==> config.mk <==
export PLATFORM = sky130hd
export DESIGN_NAME = my_pulse_stretch_flat
export DESIGN_NICKNAME = d
export VERILOG_FILES = /design/src/rtl/my_pulse_stretch_if.sv /design/src/rtl/my_pulse_stretch.sv /design/src/flat_wrapper.sv
export SDC_FILE = /design/constraint.sdc
export NUM_CORES = 1
export LEC_CHECK = 0
export CAP_MARGIN = 25
export CORE_AREA = 2 2 77 57
export CTS_BUF_LIST = sky130_fd_sc_hd__clkbuf_8
export CTS_CLUSTER_SIZE = 20
export DETAILED_ROUTE_END_ITERATION = 10
export DIE_AREA = 0 0 79 59
export PLACE_DENSITY = 0.61
export SLEW_MARGIN = 15
export SYNTH_ARGS = -nofsm -noshare
export SYNTH_HDL_FRONTEND = slang
export SYNTH_SLANG_ARGS = --single-unit
==> constraint.sdc <==
create_clock -name clk_in -period 2.2 [get_ports clk_in]
set_input_delay 0.44 -clock clk_in [delete_from_list [all_inputs] [get_ports clk_in]]
set_output_delay 0.44 -clock clk_in [all_outputs]
set_load 0.1 [all_outputs]
==> src/rtl/my_pulse_stretch_if.sv <==
// Trigger/pulse signal bundle for my_pulse_stretch.
// master drives the trigger side; slave (the stretcher) drives the pulse outputs.
interface my_pulse_stretch_if #(
    parameter int unsigned cnt_width = 8
);
    logic                 d_in;
    logic [cnt_width-1:0] len_in;
    logic                 q_out;
    logic                 busy_out;
    logic                 done_out;

    modport master (
        output d_in,
        output len_in,
        input  q_out,
        input  busy_out,
        input  done_out
    );

    modport slave (
        input  d_in,
        input  len_in,
        output q_out,
        output busy_out,
        output done_out
    );
endinterface

==> src/rtl/my_pulse_stretch.sv <==
// Pulse stretcher: a sampled trigger yields a q_out pulse len_in cycles wide, then a hold-off window.
// Optional macro PULSE_STRETCH_RETRIGGER_EN lets triggers during the pulse reload the width counter.
module my_pulse_stretch #(
    parameter int unsigned cnt_width      = 8,
    parameter int unsigned holdoff_length = 2,
    parameter int unsigned hold_width     = 8
) (
    input  logic                   clk_in,
    input  logic                   clr_in,
    my_pulse_stretch_if.slave      bus
);

    typedef enum logic [1:0] {
        IDLE    = 2'd0,
        ACTIVE  = 2'd1,
        HOLDOFF = 2'd2
    } state_e;

    localparam logic [hold_width-1:0] HOLD_INIT =
        (holdoff_length == 0) ? '0 : hold_width'(holdoff_length - 1);

    state_e                state_q;
    logic [cnt_width-1:0]  cnt_q;
    logic [hold_width-1:0] hold_q;
    logic                  q_q;
    logic                  busy_q;
    logic                  done_q;

    logic                  trig_ok;
    logic                  reload;
    logic [cnt_width-1:0]  len_m1;

    assign trig_ok = bus.d_in && (bus.len_in != '0);
    assign len_m1  = bus.len_in - cnt_width'(1);

`ifdef PULSE_STRETCH_RETRIGGER_EN
    assign reload = trig_ok;
`else
    assign reload = 1'b0;
`endif

    always_ff @(posedge clk_in) begin
        if (clr_in) begin
            state_q <= IDLE;
            cnt_q   <= '0;
            hold_q  <= '0;
            q_q     <= 1'b0;
            busy_q  <= 1'b0;
            done_q  <= 1'b0;
        end else begin
            case (state_q)
                IDLE: begin
                    done_q <= 1'b0;
                    if (trig_ok) begin
                        state_q <= ACTIVE;
                        cnt_q   <= len_m1;
                        q_q     <= 1'b1;
                        busy_q  <= 1'b1;
                    end else begin
                        q_q    <= 1'b0;
                        busy_q <= 1'b0;
                    end
                end

                ACTIVE: begin
                    // A reload keeps q_out high and suppresses the end-of-pulse strobe.
                    if (reload) begin
                        cnt_q  <= len_m1;
                        q_q    <= 1'b1;
                        done_q <= 1'b0;
                    end else if (cnt_q != '0) begin
                        cnt_q  <= cnt_q - cnt_width'(1);
                        q_q    <= 1'b1;
                        done_q <= 1'b0;
                    end else begin
                        q_q    <= 1'b0;
                        done_q <= 1'b1;
                        if (holdoff_length == 0) begin
                            state_q <= IDLE;
                            busy_q  <= 1'b0;
                        end else begin
                            state_q <= HOLDOFF;
                            hold_q  <= HOLD_INIT;
                            busy_q  <= 1'b1;
                        end
                    end
                end

                HOLDOFF: begin
                    q_q    <= 1'b0;
                    done_q <= 1'b0;
                    if (hold_q != '0) begin
                        hold_q <= hold_q - hold_width'(1);
                        busy_q <= 1'b1;
                    end else begin
                        state_q <= IDLE;
                        busy_q  <= 1'b0;
                    end
                end

                default: begin
                    state_q <= IDLE;
                    cnt_q   <= '0;
                    hold_q  <= '0;
                    q_q     <= 1'b0;
                    busy_q  <= 1'b0;
                    done_q  <= 1'b0;
                end
            endcase
        end
    end

    assign bus.q_out    = q_q;
    assign bus.busy_out = busy_q;
    assign bus.done_out = done_q;

    // Output relationships that hold in every state.
    a_q_implies_busy: assert property (@(posedge clk_in) q_q |-> busy_q);
    a_done_not_q:     assert property (@(posedge clk_in) done_q |-> !q_q);
    a_done_single:    assert property (@(posedge clk_in) done_q |=> !done_q);

endmodule
==> src/flat_wrapper.sv <==
// flat-port wrapper written by rule: the top's interface ports become plain ports
module my_pulse_stretch_flat 
#(
    parameter int unsigned cnt_width      = 8,
    parameter int unsigned holdoff_length = 2,
    parameter int unsigned hold_width     = 8
)
  (clk_in, clr_in, bus_d_in, bus_len_in, bus_q_out, bus_busy_out, bus_done_out);
  my_pulse_stretch_if #(.cnt_width(cnt_width)) bus_i ();
  input  logic clk_in;
  input  logic clr_in;
  input wire logic [$bits(bus_i.d_in)-1:0] bus_d_in;
  input wire logic [$bits(bus_i.len_in)-1:0] bus_len_in;
  output wire logic [$bits(bus_i.q_out)-1:0] bus_q_out;
  output wire logic [$bits(bus_i.busy_out)-1:0] bus_busy_out;
  output wire logic [$bits(bus_i.done_out)-1:0] bus_done_out;
  assign bus_i.d_in = bus_d_in;
  assign bus_i.len_in = bus_len_in;
  assign bus_q_out = bus_i.q_out;
  assign bus_busy_out = bus_i.busy_out;
  assign bus_done_out = bus_i.done_out;
  my_pulse_stretch #(.cnt_width(cnt_width), .holdoff_length(holdoff_length), .hold_width(hold_width)) u_core (.clk_in(clk_in), .clr_in(clr_in), .bus(bus_i));
endmodule
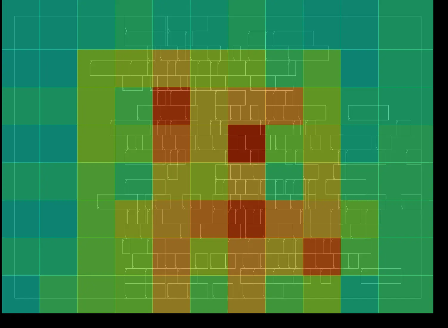
*Routing congestion*
GRT met2 Usage: 20.5%
M3 GR Usage: 3.35%
Total GRT Usage: 14.0%
fin util: 41.0%
WL/cell: 12.9 um

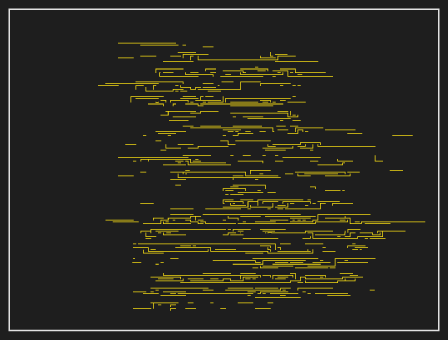
*Metal 1*
The layer holds 51% of the routed length. The layer carries 1500 um of wire.
WL final: 2950 um
routed via count: 1168
met1 GRT Util: 19.7%

==> deck_impl_summary.md <==
Physical Implementation Snapshot

Placement
  – Placed instance area: ~1500 um^2
  – RD Place Congestion: around 0.89
  – Placed cells: ~220

GRT
  – GRT overflow: 0
  – First-pass GRT wire length: roughly 5000 um
  – Initial antenna violation count: 0
  – Largest net degree at the start of global routing: 15

Floorplanning
  – Core footprint: between 3000 and 4000 um^2
  – Die Area: approximately 4700 um^2
  – FP Core Util: between 30% and 40%
  – Die width: around 79 um

Synth
  – Registers, synthesis: 21
  – Post-Syn Instances: about 160
  – Synth warnings: 0
  – Syn Nets: ~180
  – Cell Type Count: 37
  – Synthesis area per yosys: roughly 1300 um^2
  – Yosys Instances: ~160
  – Top cells by area: dfxtp_1 32%, nor2_1 8.0%, ha_1 7.7%, mux2i_1 6.9%, xnor2_1 4.7%
  – Seq/Total Area, Yosys: 32.2%
  – Mean Syn Cell Area: between 8 and 9 um^2

Critical path
  – Crit path DRT: ~2.3 ns
  – CP cell instances: ha_2 -> mux2i_1 -> ha_1 -> o211ai_1 -> xor2_1 -> a22oi_1 -> nor2_1
  – WP buf/inv: 0
  – Arr. time, crit path: 2.16 ns
  – Worst Reg-to-Reg Cells: 7
  – Setup crit start kind: flop
  – R2R setup slack: ~0.18 ns
  – Critical Path End: u_core.cnt_q[6]$_SDFFE_PP0P_
  – Worst setup path startpoint: u_core.state_q[0]$_SDFFE_PP0P_

Layout
  – Dominant logic cell type in the layout: nor2_1
  – Antenna fix cells: 0
  – Area delta synth->final: 20.7%
  – Largest regs: u_core.cnt_q (8), u_core.hold_q (8), u_core.state_q (2)
  – Share of cells above drive strength 1: 11.4%
  – Logic area: approximately 830 um^2

Clock network
  – Worst-path clk slew: ~0.07 ns
  – Num CTS Buffers: 3
  – CTS root buffer: clkbuf_8
  – # resized after CTS: 0
  – Clk buf depth: 2
  – Clk sinks: 21

Power and ir drop
  – Clk pwr share: a little over a tenth
  – PD cells: around 1500 nW/um^2
  – Combinational group power: ~1.4 mW
  – Tot Pwr: 2.34 mW
  – Maximum VDD drop: 575 uV
  – Flop pwr share: between 20 and 30%
  – Internal power: roughly 1.3 mW
  – P_clk: ~250 uW

Drt
  – Highest metal layer with signal wires: met4
  – Vias per cell: around 5.1
  – Post-DRT Antenna Nets: 0
  – Iteration-0 DRC Markers: around 110
  – Pre-antenna DRT Iters: 5
  – Met2 wire len: between 1000 and 1500 um

Min path
  – HP Class: reg -> reg
  – Worst Hold Depth: 2
  – Hold Path Origin: u_core.bus.busy_out$_SDFFE_PP0P_

Final timing
  – Max transition margin: between 60% and 70%
  – Fmax: just under 0.5 GHz
  – Period utilisation layout: between 90% and 100%
  – Hold Fails Final Rpt: 0
  – RSZ-0062 raised after global routing: false

Outcome
  – Status: finished clean
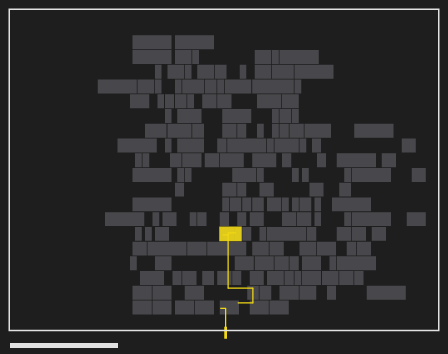
*I/O nets highlighted*
The bar under the picture is 20 um long.
Key: yellow = bus_d_in [direction input, edge bottom, end cells 2, buffers 1, wire 27.1 um]
Port Buf Inserts: 13
I/O pin cnt: 14

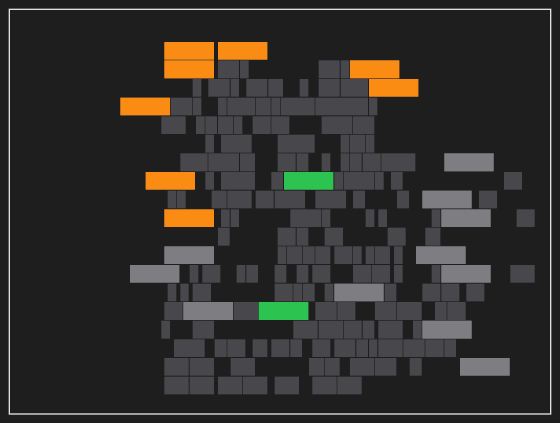
*Sequential cells grouped by signal name*
Key: green = u_core.state_q [placed flops 2]; orange = u_core.hold_q [placed flops 8]
P_seq: 668 uW
Flop area: 420 um^2
Seq area share: 26.6%

-- routing by layer --
metal	global-route usage, %	vias up
li1	-	598
met1	19.7	530
met2	20.5	35
met3	3.35	5
met4	6.40	0
met5	0	-
-- layout make-up --
class,count,share of cell area (%)
sequential,21,26.6
timing repair buffer,21,11.6
multi-input combinational,121,52.7
clock buffer,3,2.62
clock inverter,1,0.238
tap,52,4.12
inverter,9,2.14
-- cell usage after synthesis --
library cell / instances
nand3_1: 5
a22oi_1: 6
o21ai_1: 1
a21boi_0: 1
nand3b_1: 2
nor2b_1: 1
nor3_2: 1
xnor2_1: 7
nand2_1: 4
a211oi_1: 1
buf_2: 2
nor4b_1: 2
nor2_1: 28
a21o_1: 2
or4_1: 1
nand2b_1: 2
nor4_4: 1
nor3_1: 7
o31ai_1: 1
o21a_1: 2
mux2i_1: 9
a31oi_1: 2
xor2_1: 4
a21oi_1: 5
clkbuf_1: 2
dfxtp_1: 21
o41a_1: 1
o211ai_1: 1
or4_4: 1
or3_2: 1
nor4_2: 1
ha_1: 8
inv_1: 9
buf_1: 2
mux2_1: 1
nor4_1: 8
o21ai_0: 4
-- cells by family (layout without fill, tap and decap cells) --
group / after synthesis / count (layout) / synth area share [%]
AOI/OAI and AO/OA: 27 / 27 / 13.7
xor gates and xnor gates: 11 / 11 / 7.37
adders and majority gates: 8 / 8 / 7.66
buffers and inverters: 15 / 34 / 4.50
DFF: 21 / 21 / 32.2
muxes: 10 / 10 / 7.75
and+or+nand+nor: 65 / 65 / 26.9
-- metrics by stage --
step | setup WS (ns) | util (%)
after detailed placement | 0.00811 | 39.7
after global routing | 0.0380 | 41.0
after CTS | 0.0767 | 40.9
after floorplan | 0.276 | -
after global placement | 0.0891 | 39.7
final | 0.180 | 41.0
No activity file was given, so power comes from the tool's default toggle rates.
